**Cell placement**

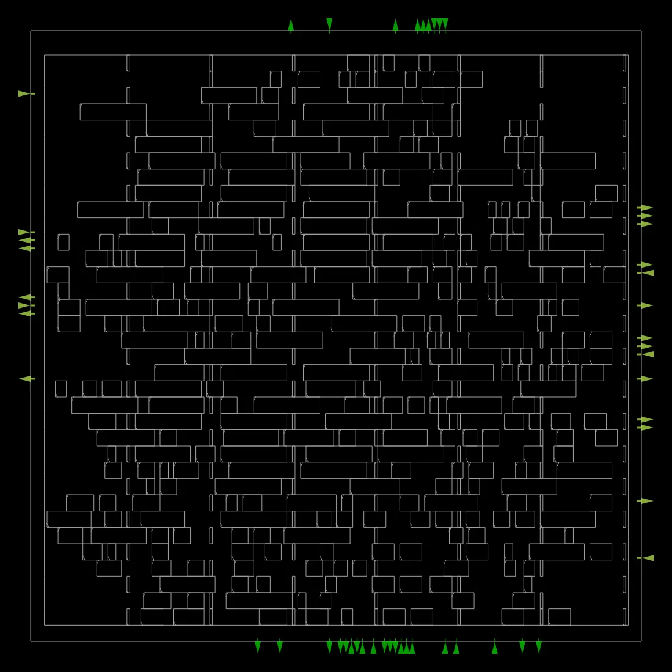
**Wire density map**

20 x 20 tiles, from dark blue (low) to red (high), scaled to the fullest tile. Values are wire area over tile area, all layers added.
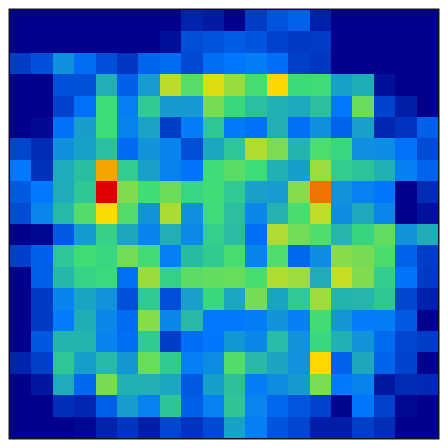
**Clock network drawn from the DEF**

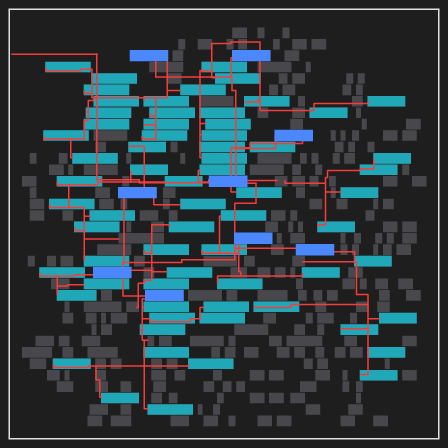
==> config.mk <==
export PLATFORM = sky130hd
export DESIGN_NAME = pc_stack_counter
export DESIGN_NICKNAME = d
export VERILOG_FILES = /design/src/rtl/pc_stack_counter_pkg.sv /design/src/rtl/pc_stack_counter_ret_stack.sv /design/src/rtl/pc_stack_counter.sv
export SDC_FILE = /design/constraint.sdc
export NUM_CORES = 1
export LEC_CHECK = 0
export CAP_MARGIN = 25
export CELL_PAD_IN_SITES_DETAIL_PLACEMENT = 1
export CELL_PAD_IN_SITES_GLOBAL_PLACEMENT = 2
export CORE_MARGIN = 2
export CORE_UTILIZATION = 33
export CTS_BUF_LIST = sky130_fd_sc_hd__clkbuf_16
export CTS_CLUSTER_SIZE = 8
export DETAILED_ROUTE_END_ITERATION = 6
export PLACE_DENSITY_LB_ADDON = 0.2
export SYNTH_ARGS = -nofsm -noshare
export SYNTH_HDL_FRONTEND = slang
export SYNTH_SLANG_ARGS = --single-unit
==> constraint.sdc <==
create_clock -name clk -period 2.55 [get_ports clk]
set_clock_uncertainty 0.1 [all_clocks]
set_input_delay 0.51 -clock clk [delete_from_list [all_inputs] [get_ports clk]]
set_output_delay 0.51 -clock clk [all_outputs]
set_load 0.02 [all_outputs]
==> src/rtl/pc_stack_counter_pkg.sv <==
// rtl/pc_stack_counter_pkg.sv - shared defaults and action encoding for pc_stack_counter
// Contents:
//   DEF_AW, DEF_DEPTH, DEF_RESET_VEC : default parameter values
//   DEF_SPW                          : sp_level width for the default depth
//   action_e                         : one-hot-free encoding of the per-edge action
//   sp_width()                       : sp_level width for any depth
package pc_stack_counter_pkg;

  localparam int DEF_AW        = 12;
  localparam int DEF_DEPTH     = 4;
  localparam int DEF_RESET_VEC = 0;
  localparam int DEF_SPW       = $clog2(DEF_DEPTH + 1);

  typedef enum logic [2:0] {
    ACT_NONE  = 3'd0,
    ACT_INC   = 3'd1,
    ACT_JUMP  = 3'd2,
    ACT_CALL  = 3'd3,
    ACT_RET   = 3'd4,
    ACT_TAILJ = 3'd5
  } action_e;

  function automatic int sp_width(input int depth);
    return $clog2(depth + 1);
  endfunction

endpackage

==> src/rtl/pc_stack_counter_ret_stack.sv <==
// rtl/pc_stack_counter_ret_stack.sv - LIFO of return addresses indexed by fill level
// Ports:
//   clk, reset      : clock, asynchronous active-high reset (clears level only)
//   push, din       : write din at index level, level+1 (ignored when full)
//   pop             : level-1 (ignored when empty)
//   top             : entry at level-1, 0 when empty
//   level           : valid entries 0..DEPTH
//   full, empty     : level == DEPTH / level == 0
module ret_stack #(
  parameter int AW    = 12,
  parameter int DEPTH = 4
) (
  input  logic                         clk,
  input  logic                         reset,
  input  logic                         push,
  input  logic                         pop,
  input  logic [AW-1:0]                din,
  output logic [AW-1:0]                top,
  output logic [$clog2(DEPTH+1)-1:0]   level,
  output logic                         full,
  output logic                         empty
);

  localparam int LW = $clog2(DEPTH + 1);
  localparam int IW = (DEPTH > 1) ? $clog2(DEPTH) : 1;

  logic [AW-1:0] mem [DEPTH];
  logic [IW-1:0] wr_idx;
  logic [IW-1:0] rd_idx;
  logic          do_push;
  logic          do_pop;

  assign empty   = (level == '0);
  assign full    = (level == LW'(DEPTH));
  assign do_push = push && !full;
  assign do_pop  = pop && !empty && !push;
  assign wr_idx  = IW'(level);
  assign rd_idx  = IW'(level - LW'(1));
  assign top     = empty ? '0 : mem[rd_idx];

  always_ff @(posedge clk or posedge reset) begin
    if (reset) begin
      level <= '0;
    end else if (do_push) begin
      level <= level + LW'(1);
    end else if (do_pop) begin
      level <= level - LW'(1);
    end
  end

  // Storage needs no reset: entries above level are never observed.
  always_ff @(posedge clk) begin
    if (do_push) begin
      mem[wr_idx] <= din;
    end
  end

endmodule

==> src/rtl/pc_stack_counter.sv <==
// rtl/pc_stack_counter.sv - program counter with return-address stack, wrap and sticky errors
// Ports:
//   clk, reset          : clock, asynchronous active-high reset
//   enable, load, call, ret, load_value : control word from decode
//   clear_err           : clear overflow/underflow (a same-edge error wins)
//   pc                  : registered program address
//   top, sp_level       : stack top (0 when empty) and fill level
//   stack_empty/full    : stack status
//   wrap                : one-cycle pulse after an increment from all-ones
//   overflow/underflow  : sticky refused-call / refused-ret flags
module pc_stack_counter
  import pc_stack_counter_pkg::*;
#(
  parameter int            AW        = DEF_AW,
  parameter int            DEPTH     = DEF_DEPTH,
  parameter logic [AW-1:0] RESET_VEC = AW'(DEF_RESET_VEC)
) (
  input  logic                        clk,
  input  logic                        reset,
  input  logic                        enable,
  input  logic                        load,
  input  logic [AW-1:0]               load_value,
  input  logic                        call,
  input  logic                        ret,
  input  logic                        clear_err,
  output logic [AW-1:0]               pc,
  output logic [AW-1:0]               top,
  output logic [$clog2(DEPTH+1)-1:0]  sp_level,
  output logic                        stack_empty,
  output logic                        stack_full,
  output logic                        wrap,
  output logic                        overflow,
  output logic                        underflow
);

  action_e       act;
  logic [AW-1:0] pc_next;
  logic [AW-1:0] ret_addr;
  logic          ovf_set;
  logic          unf_set;

  // Return address wraps naturally: a call at all-ones pushes 0.
  assign ret_addr = pc + AW'(1);

  always_comb begin
    act     = ACT_NONE;
    ovf_set = 1'b0;
    unf_set = 1'b0;
    if (call && ret) begin
      act = ACT_TAILJ;
    end else if (call) begin
      if (stack_full) ovf_set = 1'b1;
      else            act     = ACT_CALL;
    end else if (ret) begin
      if (stack_empty) unf_set = 1'b1;
      else             act     = ACT_RET;
    end else if (load) begin
      act = ACT_JUMP;
    end else if (enable) begin
      act = ACT_INC;
    end
  end

  always_comb begin
    pc_next = pc;
    case (act)
      ACT_INC:                      pc_next = pc + AW'(1);
      ACT_JUMP, ACT_CALL, ACT_TAILJ: pc_next = load_value;
      ACT_RET:                      pc_next = top;
      default:                      pc_next = pc;
    endcase
  end

  always_ff @(posedge clk or posedge reset) begin
    if (reset) begin
      pc        <= RESET_VEC;
      wrap      <= 1'b0;
      overflow  <= 1'b0;
      underflow <= 1'b0;
    end else begin
      pc        <= pc_next;
      wrap      <= (act == ACT_INC) && (pc == '1);
      overflow  <= ovf_set | (overflow & ~clear_err);
      underflow <= unf_set | (underflow & ~clear_err);
    end
  end

  ret_stack #(
    .AW    (AW),
    .DEPTH (DEPTH)
  ) u_ret_stack (
    .clk   (clk),
    .reset (reset),
    .push  (act == ACT_CALL),
    .pop   (act == ACT_RET),
    .din   (ret_addr),
    .top   (top),
    .level (sp_level),
    .full  (stack_full),
    .empty (stack_empty)
  );

endmodule

==> out/metrics.yaml <==
layout:
  final_area_sq_um: 4260
  drive_above_1_share_pct: 28.9
  largest_register: "u_ret_stack.mem"
  fill_cells: 977
  nClkBuffers: 9
setup_path:
  start_kind: "register"
  cp_cell_sequence: "inv_2 > ha_4 > buf_12 > mux4_2 > and2_2 > buf_2"
synthesis:
  synth_warnings: 0
  async_reset_ff_share_pct: 27.3
  xor_share_pct: 2.49
  yosysTopAreaCellShare_pct: 45.5
  ys_area_sq_um: 3170
route:
  avgViaCountPerCell: 5.07
sta:
  min_period_over_period_pct: 97.2
pwr:
  vdd_drop_max_uv: 624
  power_frac_seq_pct: 30.2
  p_leak_nw: 1.62
cts:
  cts_setup_buffers: 5
  insertion_delay_ns: 0.33
die:
  tapCellCount: 129
run_status:
  outcome: "complete, no violations"
placed_design:
  gp_congestion: 0.732
About 'cell placement':
Core ar.: 9280 sq um
final std cells w/o fill: 434
Final Util: 45.8%
flop share of the area: 44.5%

About 'wire density map':
densest ninth of the die: middle
mean over tiles: 0.13
tiles over half the peak: 15%
fullest tile: 0.45
via count: 2,202
total global-route track usage: 17.7%
drt total wl: 8480 um
Wirelength per Cell: 19.5 um

About 'clock network drawn from the DEF':
legend:
  cells driving clock nets:
    color: blue
    count: 9
  flip-flops:
    color: cyan
    count: 66
  clock wires:
    color: red
    length: 963 um
routed clock nets: 10
Clock group: 0.00126 W
clock power share: 22.0%

Power figures rest on the tool's default switching activity, not on a simulated workload.
